==> src/rtl/sort_result_reader.sv <==
// rtl/sort_result_reader.sv - captures one sorted frame on sort_valid rise and streams its indices out beat by beat
// Optional checksum beat: define SORT_RESULT_READER_CHECKSUM_EN.

package proj_pkg;
  localparam int SORTER_EXTENDER_INDICES_COUNT = 4;
  localparam int INDICE_LEN                    = 8;
  localparam int SORTER_POSITION_LEN           = 2;
endpackage

module sort_result_reader #(
  parameter int INDICES_COUNT = proj_pkg::SORTER_EXTENDER_INDICES_COUNT,
  parameter int INDICE_LEN    = proj_pkg::INDICE_LEN,
  parameter int POSITION_LEN  = proj_pkg::SORTER_POSITION_LEN
) (
  input  logic                                     clk,
  input  logic                                     rst,
  input  logic [INDICES_COUNT-1:0][INDICE_LEN-1:0] in_smallest_idx,
  input  logic                                     in_sort_valid,
  output logic [INDICE_LEN-1:0]                    out_index,
  output logic [POSITION_LEN-1:0]                  out_position,
  output logic                                     out_valid,
  input  logic                                     out_ready,
  output logic                                     out_last,
  output logic                                     busy,
  output logic                                     overrun
);

`ifdef SORT_RESULT_READER_CHECKSUM_EN
  typedef enum logic [1:0] {IDLE = 2'd0, STREAM = 2'd1, CSUM = 2'd2} state_t;
  // The checksum beat carries the frame's out_last, so slot K-1 does not.
  localparam bit SLOT_LAST_EN = 1'b0;
`else
  typedef enum logic [0:0] {IDLE = 1'b0, STREAM = 1'b1} state_t;
  localparam bit SLOT_LAST_EN = 1'b1;
`endif

  localparam logic [POSITION_LEN-1:0] LAST_POS = POSITION_LEN'(INDICES_COUNT - 1);

  state_t                                   state_q;
  logic                                     sv_q;
  logic [INDICES_COUNT-1:0][INDICE_LEN-1:0] buf_q;
  logic [POSITION_LEN-1:0]                  pos_q;
  logic [POSITION_LEN-1:0]                  pos_d;
  logic [INDICE_LEN-1:0]                    out_index_q;
  logic [POSITION_LEN-1:0]                  out_position_q;
  logic                                     out_valid_q;
  logic                                     out_last_q;
  logic                                     overrun_q;
  logic                                     rise;
  logic                                     accept;

  // sv_q resets high so a level already asserted at reset release is not a new frame.
  assign rise   = in_sort_valid & ~sv_q;
  assign accept = out_valid_q & out_ready;
  assign pos_d  = pos_q + POSITION_LEN'(1);

`ifdef SORT_RESULT_READER_CHECKSUM_EN
  logic [INDICE_LEN-1:0] csum_q;
  logic [INDICE_LEN-1:0] csum_d;

  // XOR of every index in the incoming frame, latched together with the frame.
  always_comb begin
    csum_d = '0;
    for (int i = 0; i < INDICES_COUNT; i++) begin
      csum_d = csum_d ^ in_smallest_idx[i];
    end
  end
`endif

  // Capture/stream FSM; all outputs are registered here.
  always_ff @(posedge clk or posedge rst) begin
    if (rst) begin
      state_q        <= IDLE;
      sv_q           <= 1'b1;
      buf_q          <= '0;
      pos_q          <= '0;
      out_index_q    <= '0;
      out_position_q <= '0;
      out_valid_q    <= 1'b0;
      out_last_q     <= 1'b0;
      overrun_q      <= 1'b0;
`ifdef SORT_RESULT_READER_CHECKSUM_EN
      csum_q         <= '0;
`endif
    end else begin
      sv_q <= in_sort_valid;
      case (state_q)
        IDLE: begin
          if (rise) begin
            buf_q          <= in_smallest_idx;
            pos_q          <= '0;
            out_index_q    <= in_smallest_idx[0];
            out_position_q <= '0;
            out_last_q     <= SLOT_LAST_EN && (LAST_POS == '0);
            out_valid_q    <= 1'b1;
            state_q        <= STREAM;
`ifdef SORT_RESULT_READER_CHECKSUM_EN
            csum_q         <= csum_d;
`endif
          end
        end
        STREAM: begin
          // A frame arriving while we still own the previous one is dropped.
          if (rise) begin
            overrun_q <= 1'b1;
          end
          if (accept) begin
            if (pos_q == LAST_POS) begin
`ifdef SORT_RESULT_READER_CHECKSUM_EN
              state_q        <= CSUM;
              out_index_q    <= csum_q;
              out_position_q <= '0;
              out_last_q     <= 1'b1;
`else
              state_q        <= IDLE;
              out_valid_q    <= 1'b0;
              out_last_q     <= 1'b0;
              out_index_q    <= '0;
              out_position_q <= '0;
`endif
            end else begin
              pos_q          <= pos_d;
              out_index_q    <= buf_q[pos_d];
              out_position_q <= pos_d;
              out_last_q     <= SLOT_LAST_EN && (pos_d == LAST_POS);
            end
          end
        end
`ifdef SORT_RESULT_READER_CHECKSUM_EN
        CSUM: begin
          if (rise) begin
            overrun_q <= 1'b1;
          end
          if (accept) begin
            state_q        <= IDLE;
            out_valid_q    <= 1'b0;
            out_last_q     <= 1'b0;
            out_index_q    <= '0;
            out_position_q <= '0;
          end
        end
`endif
        default: begin
          state_q     <= IDLE;
          out_valid_q <= 1'b0;
          out_last_q  <= 1'b0;
        end
      endcase
    end
  end

  assign out_index    = out_index_q;
  assign out_position = out_position_q;
  assign out_valid    = out_valid_q;
  assign out_last     = out_last_q;
  assign busy         = (state_q != IDLE);
  assign overrun      = overrun_q;

endmodule
==> config.mk <==
export PLATFORM = sky130hd
export DESIGN_NAME = sort_result_reader
export DESIGN_NICKNAME = d
export VERILOG_FILES = /design/src/rtl/sort_result_reader.sv
export SDC_FILE = /design/constraint.sdc
export NUM_CORES = 1
export LEC_CHECK = 0
export CAP_MARGIN = 15
export CORE_MARGIN = 2
export CORE_UTILIZATION = 50
export DETAILED_ROUTE_END_ITERATION = 10
export GPL_TIMING_DRIVEN = 0
export PLACE_DENSITY = 0.8
export SLEW_MARGIN = 20
export SYNTH_ARGS = -nofsm -noshare
export SYNTH_HDL_FRONTEND = slang
export SYNTH_SLANG_ARGS = --single-unit
==> constraint.sdc <==
create_clock -name clk -period 4.1 [get_ports clk]
set_input_delay 1.025 -clock clk [delete_from_list [all_inputs] [get_ports clk]]
set_output_delay 1.025 -clock clk [all_outputs]
set_load 0.005 [all_outputs]
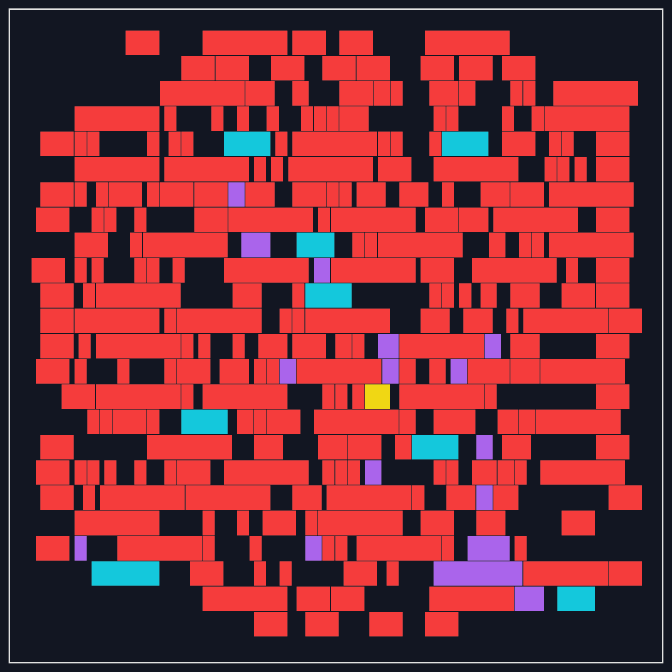
run_1/drive_strength.png
drive 3 to 4 -> yellow  # cells 1, share 0.35%
drive 1 or less -> red  # cells 257, share 91%
drive 2 -> purple  # cells 16, share 5.7%
drive 6 and up -> cyan  # cells 8, share 2.8%

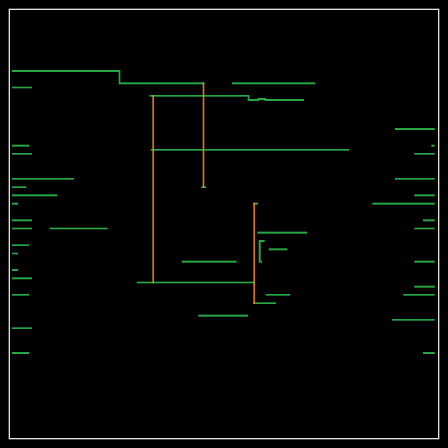
run_1/metal_stack.png
Two of the layers only.
met3 -> green  # wire length 274 µm
met4 -> orange  # wire length 63.9 µm

==> Slide: Implementation Results, run 1 <==
Physical Implementation Snapshot

Setup path
  – CP Data Required Time: 4290 ps
  – Arrival @ worst endpoint: 2510 ps
  – R2R Path Start: pos_q[0]
  – Crit path kind: in -> reg
  – Length in cells of the worst reg-to-reg path: 7
  – CP Capture Type: register
  – CP Max Fanout: 10
  – Crit path from: in_sort_valid
  – Worst R2R Setup Slack: 2120 ps
  – Startpoint Class: input pin

Final timing
  – Worst Setup Slack, final: 1780 ps
  – Final Hold Violation Tally: 0
  – Max-slew violations: 0
  – Fin Hold WS: 478 ps
  – Final setup fails: 0
  – Max frequency: 0.431 GHz
  – Period utilization: 0.566
  – RSZ-0062 raised after global routing: no
  – Fin crit period: 2320 ps
  – Worst Skew: 12.6 ps
  – Rel. slew slack: 0.656

Floorplanning
  – Core Box Area: 4290 µm²
  – Pre-Place Util: 0.510
  – Die Wd: 70.2 µm
  – DIE AREA: 4920 µm²
  – I/O pin count: 50
  – Tap cells: 52
  – Die height: 70.2 µm
  – Rows: 24

Global routing
  – Initial antenna violation count: 0
  – Global-route wire length before repair: 8270 µm
  – GR Overflow Total: 0
  – GRT Util Overall: 0.219
  – Vias in the first global route: 1750

Synthesis
  – Yosys cell types: 26
  – Syn Std Cell Area: 2190 µm²
  – Post-Synth AOI/OAI Area: 0.108
  – Main synth FF type: dfrtp_1
  – Top-count cell post-synth: nand2_1
  – Synthesized Nets: 262
  – XOR-XNOR Cells, Area Fraction: 0
  – Cell area leaders: dfrtp_1 55%, nand2_1 17%, mux2i_1 7.3%, a2bb2oi_1 3.2%, o22a_1 3.2%
  – Mux cell area share: 0.0731
  – Syn Inst Count: 224
  – FF+latch count, synth: 49
  – Synth warn: 0
  – Top-area cell share: 0.549
  – Top post-synthesis cells by count: 99 x nand2_1, 48 x dfrtp_1, 16 x mux2i_1, 9 x buf_2
  – Asr flop ratio synth: 1.00
  – EDFF count, synth: 0
  – # Cells Yosys: 224
  – Mean Syn Cell Area: 9.78 µm²
  – Top non-seq family: simple AND/OR/NAND/NOR gates
  – Adders+Majority by Area: 0.0114
  – Yosys top cell by area: dfrtp_1

Place
  – Placed Cells: 326
  – Pre-CTS setup slack: 1500 ps
  – Routability cong.: 0.790
  – Input/output buffers: 49

Final layout
  – Sequential share of cell area: 0.431
  – Final Non-Filler Cells: 334
  – Largest Register: buf_q
  – Synthesis-to-finish area growth: 30.0%
  – Non-clk bufs: 62
  – Nets: 319
  – FF/Latch Area: 1230 µm²
  – Combinational fraction of the cell area: 0.308
  – Clock-cell share: 0.0286
  – Non-Clock Buffer Area Fraction: 0.206
  – Comb area: 876 µm²
  – Layout clock buffer count: 7
  – Max reg flops: 32
  – Flop Count: 49
  – Inverters: 3
  – FILL cells: 387
  – Top class by area: sequential cells
  – #MultiIn Comb: 160

Drt
  – Vias: 1757
  – Vias/cell: 5.26
  – Wire length per cell: 14.9 µm
  – DRT iter0 DRCs: 93
  – TritonRoute pass-1 iters: 4

Pwr
  – Overall power: 2.05 mW
  – Clock Power Share: 0.135
  – Switching fraction of total power: 0.357
  – Pleak: 1.40 nW
  – Net Switching: 732 µW
  – Sequential share of power: 0.416
  – Combinational share of power: 0.449
  – Peak supply drop: 0.354 mV
  – Total internal power: 1.32 mW

Clock network
  – H-tree depth: 2
  – Num CTS Buffers: 5
  – Clk root buf: clkbuf_8
  – Setup Fix Bufs, Post-CTS: 0
  – Number of buffers on the longest clock path: 2
  – Post-cts hold buffer count: 0
  – Late-Pin Clk Latency: 310 ps
  – CTS Sinks: 49
  – CTS clk-pin slew, worst paths: 80 ps
  – CTS resizes: 0
  – TritonCTS clock tree: built

Hold path
  – Hold depth: 1
  – Hold_sp: overrun
  – Hold crit path type: reg -> reg

Outcome
  – Status: completed

Flow run
  – Max_cap viols: 0
  – Number of warnings in the stage logs: 27
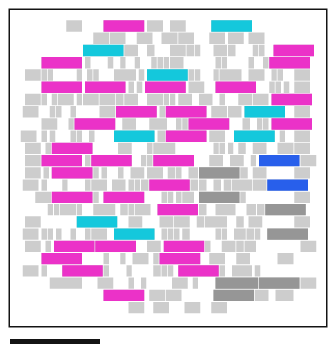
run_1/registers.png
Scale bar: 20 µm. Other sequential cells in the stronger grey, the rest of the logic in the fainter grey.
out_position -> blue  # flops 2
buf_q -> magenta  # flops 32, where all over the die
out_index -> cyan  # flops 8

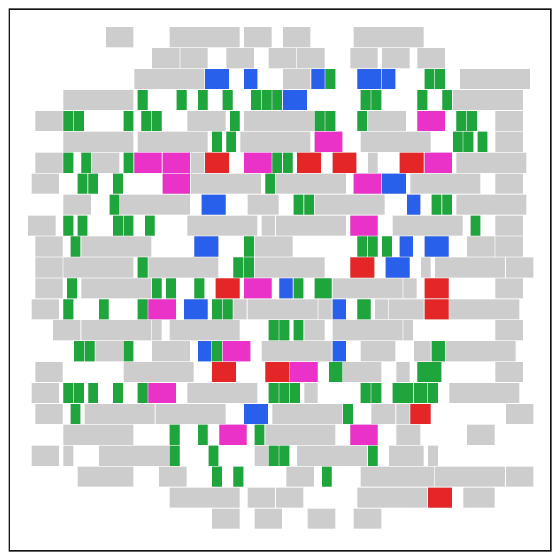
run_1/gate_families.png
NAND gates -> green  # cells 106, most used nand2_1, where all over the die
AND-OR and OR-AND gates -> red  # cells 12, most used o22a_1
multiplexers -> magenta  # cells 16, most used mux2i_1
inverting AOI/OAI gates -> blue  # cells 19, most used a2bb2oi_1

run 1: cells by family (layout without fill, tap and decap cells):
family	Yosys count	in the layout
flip-flops	49	49
AND-OR/OR-AND	31	31
buffers and inverters	15	73
multiplexers	16	16
AND/OR/NAND/NOR	111	111
adder cells (fa/ha/maj)	2	2
run 1: metrics by stage:
| stage | util | cell area (µm²) |
|---|---|---|
| floorplan | - | 2190 |
| global placement | 0.639 | 2750 |
| detailed placement | 0.644 | 2770 |
| CTS | 0.663 | 2850 |
| global route | 0.663 | 2850 |
| finish | 0.663 | 2850 |
run 1: power by group through the flow:
stage	sequential (mW)	clock (mW)	combinational, mW
2_1_floorplan	0.831	0	0.608
3_3_place_gp	0.848	0	0.889
3_5_place_dp	0.856	0	0.911
4_1_cts	0.850	0.282	0.917
5_1_grt	0.879	0.302	1.01
6_report	0.852	0.277	0.919
run 1: layer usage:
layer	wire length [µm]	track usage	share of wire	vias up
li1	-	-	-	863
met1	2300	0.292	0.46	833
met2	2340	0.362	0.47	54
met3	273	0.0563	0.055	7
met4	63	0.0534	0.013	0
met5	0	0	0	-
run 1: critical path: stages:
cell and delay [ps]:
clkdlybuf4s50_1 510, or3b_1 350, buf_2 190, buf_6 170, o21ai_1 170, a2bb2oi_1 90
run 1: cell usage in the layout (no fill, tap or decap), types with 4 or more instances in the layout:
cell type | synthesis | layout
nand2_1 | 99 | 99
clkdlybuf4s50_1 | 0 | 49
dfrtp_1 | 48 | 48
mux2i_1 | 16 | 16
buf_2 | 9 | 9
o22a_1 | 8 | 8
a2bb2oi_1 | 8 | 8
o21ai_0 | 5 | 5
clkbuf_8 | 0 | 5
nand3_1 | 4 | 4
o21ai_1 | 4 | 4
run_1/final_congestion.png
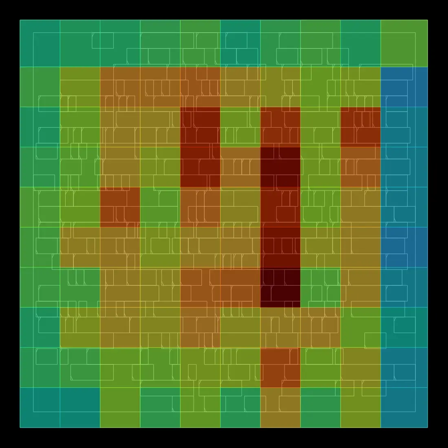

==> run 1 -> run 2 <==
--- a/config.mk
+++ b/config.mk
@@ -7,10 +7,10 @@
 export LEC_CHECK = 0
 export CAP_MARGIN = 15
 export CORE_MARGIN = 2
-export CORE_UTILIZATION = 50
+export CORE_UTILIZATION = 49
 export DETAILED_ROUTE_END_ITERATION = 10
 export GPL_TIMING_DRIVEN = 0
-export PLACE_DENSITY = 0.8
+export PLACE_DENSITY = 0.78
 export SLEW_MARGIN = 20
 export SYNTH_ARGS = -nofsm -noshare
 export SYNTH_HDL_FRONTEND = slang
==> constraint.sdc (replaced) <==
create_clock -name clk -period 2.2 [get_ports clk]
set_input_delay 0.55 -clock clk [delete_from_list [all_inputs] [get_ports clk]]
set_output_delay 0.55 -clock clk [all_outputs]
set_load 0.005 [all_outputs]
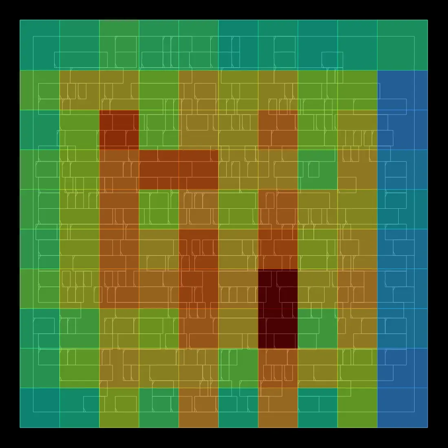
run_2/final_congestion.png
wire length per cell: 14.7 µm
Final Core Density: 0.663
met2 usage: 0.326
GRT Util Overall: 0.215

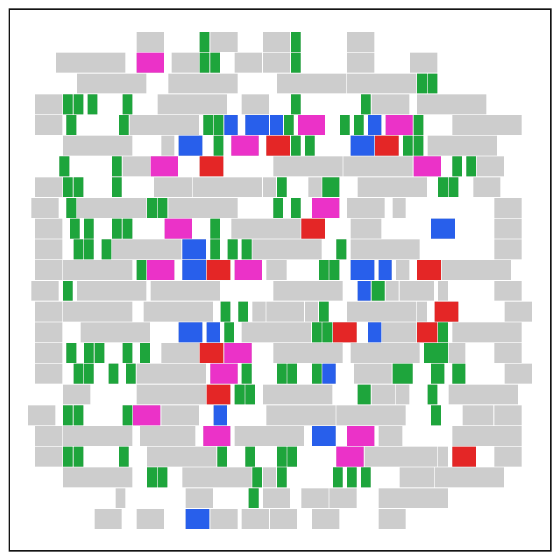
run_2/gate_families.png
inverting AOI/OAI gates -> blue  # cells 19, most used a2bb2oi_1
multiplexers -> magenta  # cells 16, most used mux2i_1
AND-OR and OR-AND gates -> red  # cells 12, most used o22a_1
NAND gates -> green  # cells 106, most used nand2_1, where all over the die
Final Non-Filler Cells: 334
combinational fraction of the cell area: 0.306
most numerous logic cell after layout: nand2_1

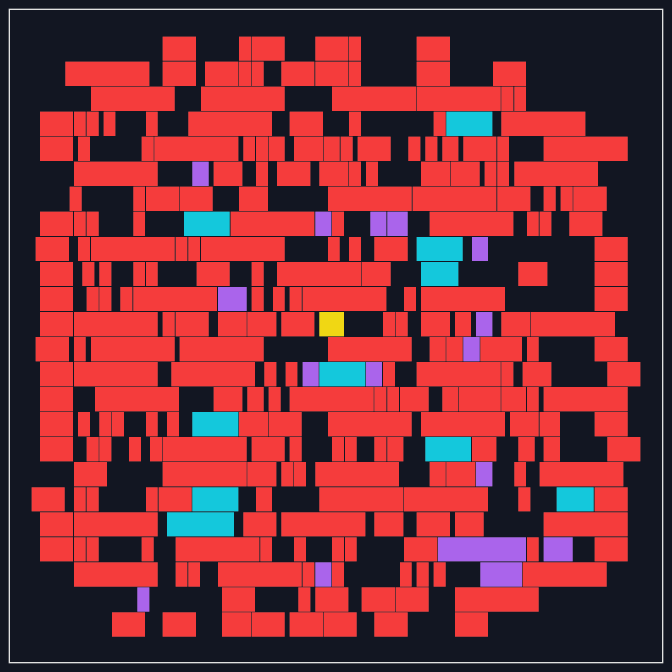
run_2/drive_strength.png
drive 6 and up -> cyan  # cells 10, share 3.5%
drive 2 -> purple  # cells 16, share 5.7%
drive 1 or less -> red  # cells 255, share 90%
drive 3 to 4 -> yellow  # cells 1, share 0.35%

==> run 2 against run 1 <==
  * Register-to-register slack worse by 1900 ps
  * First-iteration DRC count is 73% higher
  * Critical path type is now reg -> reg
  * Worst setup slack worse by 1500 ps
  * Clock power is 110% higher
  * Hold slack worse by 9.7 ps
  * Utilization hardly changed
==> Slide: Implementation Results, run 2 <==
Physical Implementation Snapshot

Drt
  – Post-route ant nets: 0
  – DRT iter0 DRCs: 161
  – TritonRoute pass-1 iters: 4
  – Vias/cell: 5.26
  – Post-Route WL: 4920 µm
  – DRC viols: 0
  – Vias: 1757

Setup path
  – CP Capture Type: register
  – Delay-heaviest family, CP: buffers and inverters
  – Critical path buffers and inverters: 3
  – Crit path kind: reg -> reg
  – CP Data Required Time: 2380 ps
  – Max incr delay on CP: 430 ps
  – Crit-path cells: inv_1 -> ha_1 -> buf_2 -> buf_4 -> mux2i_1 -> o22a_1 -> a2bb2oi_1
  – Startpoint Class: register
  – Arrival @ worst endpoint: 2130 ps
  – Slowest cell on the critical path: dfrtp_1
  – CP Max Fanout: 10

Synthesis
  – Mean Syn Cell Area: 9.78 µm²
  – Top-count cell post-synth: nand2_1
  – Synthesized Nets: 262
  – # Cells Yosys: 224
  – Yosys cell types: 26
  – EDFF count, synth: 0
  – Main synth FF type: dfrtp_1
  – Top-area cell share: 0.549
  – Syn Inst Count: 224
  – Yosys Chip Area: 2190 µm²
  – Yosys top cell by area: dfrtp_1
  – Top post-synthesis cells by count: 99 x nand2_1, 48 x dfrtp_1, 16 x mux2i_1, 9 x buf_2
  – Synth warn: 0
  – Syn Std Cell Area: 2190 µm²
  – FF+latch count, synth: 49
  – Cell area leaders: dfrtp_1 55%, nand2_1 17%, mux2i_1 7.3%, a2bb2oi_1 3.2%, o22a_1 3.2%
  – Synth Seq Share: 0.561
  – Asr flop ratio synth: 1.00

Clock network
  – TritonCTS clock tree: built
  – Setup Fix Bufs, Post-CTS: 0
  – Num CTS Buffers: 5
  – CTS resizes: 0
  – Clk root buf: clkbuf_8
  – CTS Sinks: 49
  – Post-cts hold buffer count: 0
  – Late-Pin Clk Latency: 300 ps
  – Number of buffers on the longest clock path: 2
  – CTS clk-pin slew, worst paths: 90 ps
  – H-tree depth: 2

Flow run
  – Number of warnings in the stage logs: 27
  – Max_cap viols: 0

Global routing
  – Global-route wire length before repair: 8270 µm
  – GR Overflow Total: 0
  – Vias in the first global route: 1707
  – Largest net degree at the start of global routing: 34
  – Initial antenna violation count: 0

Final layout
  – Synthesis-to-finish area growth: 30.9%
  – Diodes inserted: 0
  – Design Area, Final: 2870 µm²
  – Max reg flops: 32
  – Most frequent cells in the layout: 99 x nand2_1, 49 x clkdlybuf4s50_1, 48 x dfrtp_1
  – Nets: 319
  – Largest Register: buf_q
  – Fraction of layout cells with a size suffix above 1: 0.0957

Final timing
  – Max-slew violations: 0
  – Max frequency: 0.513 GHz
  – Fin crit period: 1950 ps
  – RSZ-0062 raised after global routing: no
  – Period utilization: 0.886
  – Rel. slew slack: 0.661
  – Final setup fails: 0
  – Worst Setup Slack, final: 251 ps
  – Worst Skew: 6.24 ps
  – Transition time of the tightest slew-check pin: 506 ps
  – Final Hold Violation Tally: 0

Place
  – Dpl cell area: 2770 µm²
  – HPWL Detailed: 3310 µm
  – Placed Cells: 326
  – Input/output buffers: 49
  – Pre-CTS setup slack: 64.0 ps
  – Routability cong.: 0.716

Floorplanning
  – Die height: 70.8 µm
  – Rows: 24
  – Die Wd: 70.8 µm
  – Pre-Place Util: 0.506
  – I/O pin count: 50
  – DIE AREA: 5020 µm²
  – Core Box Area: 4320 µm²

Outcome
  – Status: completed

Hold path
  – Hold crit path type: reg -> reg

Pwr
  – Peak supply drop: 0.636 mV
  – Pwr dens: 1350 nW/µm²
  – Overall power: 3.87 mW
  – Pleak: 1.41 nW
run 2: cell counts in the layout (fill, tap and decap cells not counted):
Identical to the previous run, type by type.
run 2: path summary, 6_finish.rpt:
path,start,endpoint,slack (ps),cells past startpoint
max,pos_q[0],out_index[1],250,7
max in group asynchronous,rst,sv_q,1110,3
min in group asynchronous,rst,buf_q[26],540,2
min reg2reg,overrun,overrun,470,1
min,overrun,overrun,470,1
max reg2reg,pos_q[0],out_index[1],250,7
run 2: per-stage QoR:
step	util	hold slack (ps)	TNS, ps
2_1_floorplan	-	444	0
3_3_place_gp	0.635	450	-21730
3_5_place_dp	0.639	455	0
4_1_cts	0.663	475	0
5_1_grt	0.663	496	0
6_report	0.663	469	0
run 2: cells by family (layout without fill, tap and decap cells):
group	count (synthesis)	in the layout	share of synthesized area
and+or+nand+nor	111	111	0.207
DFF	49	49	0.561
AOI/OAI and AO/OA	31	31	0.108
muxes	16	16	0.0731
buffers and inverters	15	73	0.0394
adders and majority gates	2	2	0.0114
run 2: where the power goes:
part	switching, mW	total, mW	internal [mW]
clock network	0.289	0.574	0.285
logic	0.812	1.71	0.895
registers	0.255	1.59	1.33
total	1.36	3.87	2.51
run 2: final cells by class:
class	count	area [µm²]
fillers	368	1460
flip-flops and latches	49	1230
multi-input cells	160	876
repair buffers	50	510
clock buffers	7	96.3
plain buffers	12	75.1
well taps	52	65.1
inverters	3	11.3
clock inverters	1	5.00
run 2: layer usage:
metal,up-vias,GRT usage,wire length [µm]
met4,0,0.0671,75
met1,834,0.306,2270
li1,860,-,-
met5,-,0,0
met2,54,0.326,2310
met3,9,0.0570,258
Power and IR drop assume default switching activity.
